File: config.mk
export PLATFORM = sky130hd
export DESIGN_NAME = stream_argmax
export DESIGN_NICKNAME = d
export VERILOG_FILES = /design/src/rtl/stream_argmax.sv
export SDC_FILE = /design/constraint.sdc
export NUM_CORES = 1
export LEC_CHECK = 0
export CAP_MARGIN = 40
export CORE_AREA = 2 2 293 295
export DETAILED_ROUTE_END_ITERATION = 12
export DIE_AREA = 0 0 295 297
export DONT_BUFFER_PORTS = 1
export GPL_ROUTABILITY_DRIVEN = 1
export SLEW_MARGIN = 25
export SYNTH_ARGS = -nofsm -noshare
export SYNTH_HDL_FRONTEND = slang
export SYNTH_SLANG_ARGS = --single-unit
export TNS_END_PERCENT = 5
File: constraint.sdc
create_clock -name clk -period 7.95 [get_ports clk]
set_input_delay 1.1925 -clock clk [delete_from_list [all_inputs] [get_ports clk]]
set_output_delay 1.1925 -clock clk [all_outputs]
set_load 0.01 [all_outputs]
File: src/rtl/stream_argmax.sv
// Streaming argmax: accumulates per-channel scores over a packet, then scans channels to find the winner.
// Optional macro STREAM_ARGMAX_SATURATE_EN selects saturating accumulation (default: two's-complement wrap).
module stream_argmax #(
    parameter int VALUE_BITS = 18,
    parameter int CHANNELS   = 10,
    parameter int ACC_BITS   = 24,
    parameter int CLASS_BITS = $clog2(CHANNELS)
) (
    input  logic                         clk,
    input  logic                         reset,
    input  logic signed [VALUE_BITS-1:0] in_data [CHANNELS],
    input  logic                         in_valid,
    output logic                         in_ready,
    input  logic                         in_last,
    output logic        [CLASS_BITS-1:0] out_class,
    output logic signed [ACC_BITS-1:0]   out_score,
    output logic                         out_valid,
    input  logic                         out_ready
);

    localparam int CNT_BITS = $clog2(CHANNELS + 1);

    typedef enum logic [1:0] {ACCUM, SCAN, HOLD} state_t;

    state_t state_reg, state_next;

    logic                       first_reg;
    logic [CNT_BITS-1:0]        scan_cnt_reg;
    logic signed [ACC_BITS-1:0] acc_reg  [CHANNELS];
    logic signed [ACC_BITS-1:0] acc_next [CHANNELS];
    logic signed [ACC_BITS-1:0] rd_score_reg;
    logic signed [ACC_BITS-1:0] best_score_reg;
    logic [CLASS_BITS-1:0]      rd_idx_reg;
    logic [CLASS_BITS-1:0]      best_class_reg;
    logic                       beat;
    logic                       scan_done;

    assign beat      = in_valid && in_ready;
    assign scan_done = (scan_cnt_reg == CNT_BITS'(CHANNELS));

    generate
        for (genvar gi = 0; gi < CHANNELS; gi++) begin : g_chan
            logic signed [ACC_BITS-1:0] ext;
            logic signed [ACC_BITS-1:0] add_res;

            assign ext = ACC_BITS'(in_data[gi]);
`ifdef STREAM_ARGMAX_SATURATE_EN
            logic signed [ACC_BITS:0] sum;
            assign sum = (ACC_BITS+1)'(acc_reg[gi]) + (ACC_BITS+1)'(ext);
            // Sign bit disagreeing with the extra bit means the true sum left the ACC_BITS range.
            assign add_res = (sum[ACC_BITS] != sum[ACC_BITS-1])
                           ? (sum[ACC_BITS] ? {1'b1, {(ACC_BITS-1){1'b0}}}
                                            : {1'b0, {(ACC_BITS-1){1'b1}}})
                           : sum[ACC_BITS-1:0];
`else
            assign add_res = acc_reg[gi] + ext;
`endif
            assign acc_next[gi] = first_reg ? ext : add_res;
        end
    endgenerate

    // Accumulators are always overwritten by the first beat of a packet, so they carry no reset.
    always_ff @(posedge clk) begin
        if (beat) begin
            acc_reg <= acc_next;
        end
    end

    always_ff @(posedge clk) begin
        if (reset) begin
            state_reg <= ACCUM;
        end else begin
            state_reg <= state_next;
        end
    end

    always_comb begin
        state_next = state_reg;
        case (state_reg)
            ACCUM:   if (beat && in_last) state_next = SCAN;
            SCAN:    if (scan_done)       state_next = HOLD;
            HOLD:    if (out_ready)       state_next = ACCUM;
            default:                      state_next = ACCUM;
        endcase
    end

    always_comb begin
        in_ready  = 1'b0;
        out_valid = 1'b0;
        out_class = '0;
        out_score = '0;
        case (state_reg)
            ACCUM: in_ready = 1'b1;
            HOLD: begin
                out_valid = 1'b1;
                out_class = best_class_reg;
                out_score = best_score_reg;
            end
            default: ;
        endcase
    end

    // Scan is a two-stage pipe: a registered read of acc[cnt] followed by the compare one cycle later,
    // so SCAN spans CHANNELS+1 cycles with the CHANNELS compares in the last CHANNELS of them.
    always_ff @(posedge clk) begin
        if (reset) begin
            first_reg      <= 1'b1;
            scan_cnt_reg   <= '0;
            rd_score_reg   <= '0;
            rd_idx_reg     <= '0;
            best_score_reg <= '0;
            best_class_reg <= '0;
        end else begin
            if (beat) begin
                first_reg <= in_last;
            end
            if (state_reg == ACCUM) begin
                scan_cnt_reg <= '0;
            end else if (state_reg == SCAN) begin
                scan_cnt_reg <= scan_cnt_reg + 1'b1;
                if (!scan_done) begin
                    rd_score_reg <= acc_reg[CLASS_BITS'(scan_cnt_reg)];
                    rd_idx_reg   <= CLASS_BITS'(scan_cnt_reg);
                end
                if (scan_cnt_reg != '0) begin
                    // Channel 0 seeds the running best; strict > keeps the lowest index on ties.
                    if (rd_idx_reg == '0 || rd_score_reg > best_score_reg) begin
                        best_score_reg <= rd_score_reg;
                        best_class_reg <= rd_idx_reg;
                    end
                end
            end
        end
    end

endmodule

Figure 1. The clock network.
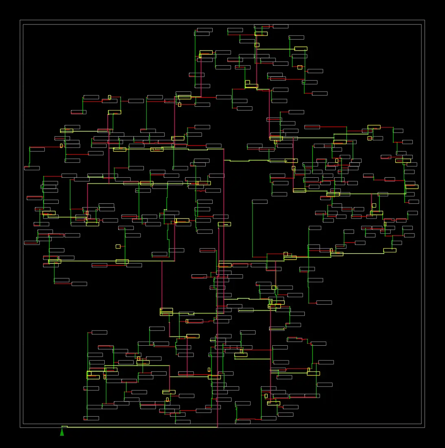
clkbuf count: 48
Seq cells: 303
clock network power: 1.80 mW
Clock Sinks: 303

Figure 2. Cells by drive strength.
Bar = 100 um.
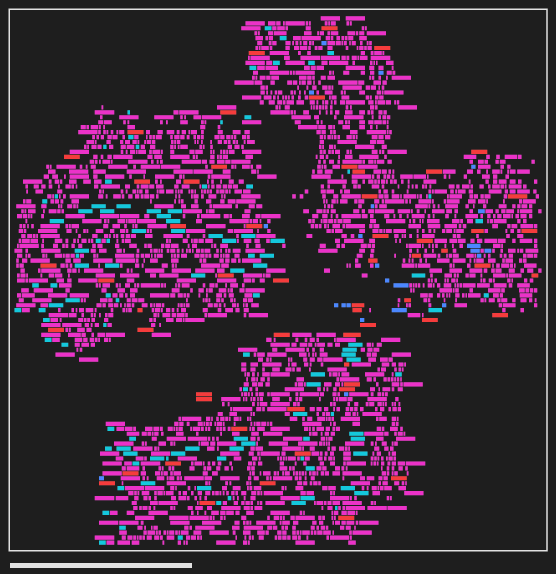
Key: cyan = x2 [cells 107, most used mux4_2]; magenta = x1 and smaller [cells 2477, most used nand2_1]; blue = x3 and x4 [cells 23, most used buf_4]; red = x6 and larger [cells 57, most used clkbuf_16]

Figure 3. Signal wires by layer.
Two of the layers only.
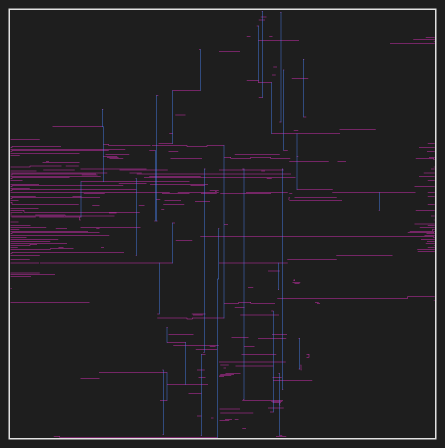
Key: magenta = M3 [wire length 5040 um]; blue = M4 [wire length 1770 um]

Figure 4. Metal 4.
Bar = 100 um. Cells faint in the background.
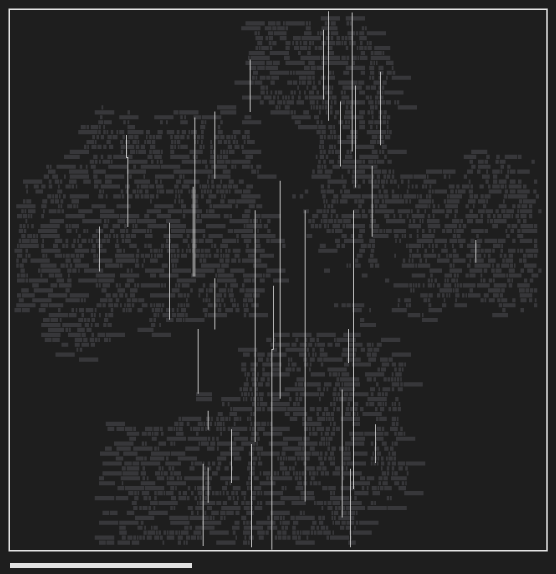
The longest straight run is 160 um. The layer holds 2.4% of the routed length. The wires run mostly vertical. The layer carries 1770 um of wire.
final WL: 72500 um
Via Count: 19604

Figure 5. The metal 2 layer.
Cells faint in the background.
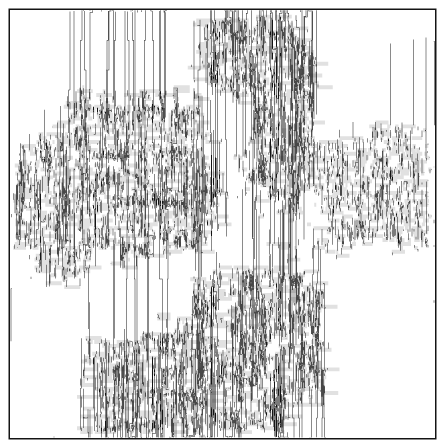
The layer holds 46% of the routed length. The wires run mostly vertical.

==> results_dict.tcl <==
# yosys + openroad results
set metrics [dict create \
    drive_above_1_share_pct 7.02 \
    crit_slowest_cell "a2111oi_2" \
    top_logic_kind "AND-OR/OR-AND gates" \
    drc 0 \
    crit_family "AND-OR/OR-AND gates" \
    fin_nets 3086 \
    path_cells "ha_1 > fa_1 > a21oi_1 > o21ai_1 > a2111oi_2 > nor3_1 > o311ai_1 > o21bai_1 > a21oi_1 > nor4b_1 > a211o_1" \
    cts_buffers 42 \
    common_cells "nand2_1 (281), o21ai_0 (261), ha_1 (257), edfxtp_1 (240), a21oi_1 (181)" \
    r2r_slack_ns 4.29 \
    min-delay-start "best_class_reg[3]" \
    syn_to_final_growth_pct 10.0 \
    cap_violations 0 \
    dr.pass1.iters 5 \
    outcome "finished clean" \
    hpwl_um 55600 \
    die.size.y_um 297 \
    yosysChipArea_um2 25100 \
    clk_latency_ns 0.56 \
    hold_buffers 0 \
    async_flop_share_pct 0 \
    compound_area_share_pct 19.8 \
    nFillCells 8659 \
    n_antenna_cell 0 \
    io_buffers 0 \
    grt_antenna_before_repair 0 \
    ios 215 \
]
[layer usage]
metal / vias up / wire length, um / track usage [%]
met2: 412 / 33600 / 26.8
met4: 0 / 1770 / 4.28
met3: 73 / 5040 / 4.24
met5: - / 0 / 0
li1: 9915 / - / -
met1: 9204 / 32100 / 21.2
[worst reg2reg max path, delay by kind of cell (launching register included)]
kind / cells / cell delay [ns]
DFF: 1 / 0.39
adders and majority gates: 2 / 0.64
and+or+nand+nor: 2 / 0.22
AOI/OAI and AO/OA: 7 / 2.15
[metrics by stage]
stage	instances	setup WS [ns]	hold slack, ns	area, um2
after floorplan	2678	1.36	0.444	25100
after detailed placement	3731	3.55	0.458	26300
after global routing	3808	3.92	0.488	27700
after global placement	3726	3.56	0.458	26200
final	3808	4.05	0.463	27700
after CTS	3805	4.14	0.467	27600
[cell type report]
class	instances	area share, %
clock buffers	48	3.96
clock inverters	26	0.633
inverters	81	1.13
multi-input cells	2188	57.6
flip-flops and latches	303	30.7
well taps	1144	5.17
repair buffers	18	0.832
[placed cells by master, fill, tap and decap left out, types with 23 or more instances in the layout]
cell and instances:
a211oi_1 25, a21o_1 107, a21oi_1 181, a31oi_1 26, and2_1 31, clkbuf_16 43
dfxtp_1 59, edfxtp_1 240, ha_1 257, inv_1 80, mux2_2 29, mux2i_1 78
mux4_2 48, nand2_1 281, nand2b_1 67, nand3_1 41, nor2_1 175, nor3_1 56
o21a_1 23, o21ai_0 261, o21bai_1 36, o22ai_1 26, o31ai_1 27, xnor2_1 114
xor2_1 95
[kinds of logic after synthesis]
| family | count (synthesis) |
|---|---|
| xor gates and xnor gates | 209 |
| and+or+nand+nor | 752 |
| buffers and inverters | 187 |
| adders and majority gates | 267 |
| muxes | 156 |
| AOI/OAI and AO/OA | 804 |
| DFF | 303 |
[worst max-delay path by stage]
| stage | endpoint | slack (ns) | cells after the start |
|---|---|---|---|
| 4_1_cts | acc_reg[212] | 4.14 | 11 |
| 3_3_place_gp | acc_reg[212] | 3.56 | 11 |
| 5_1_grt | acc_reg[212] | 3.92 | 11 |
| 3_5_place_dp | acc_reg[212] | 3.55 | 11 |
| 2_1_floorplan | state_reg[0] | 1.36 | 4 |
| 6_report | acc_reg[212] | 4.05 | 11 |
[report_power, final]
part	internal (mW)	leakage, nW	switching (mW)
combinational	0.740	7.26	0.949
sequential	1.91	2.84	0.120
clock	1.02	0.618	0.776
Power is estimated from default activity; no workload was simulated.
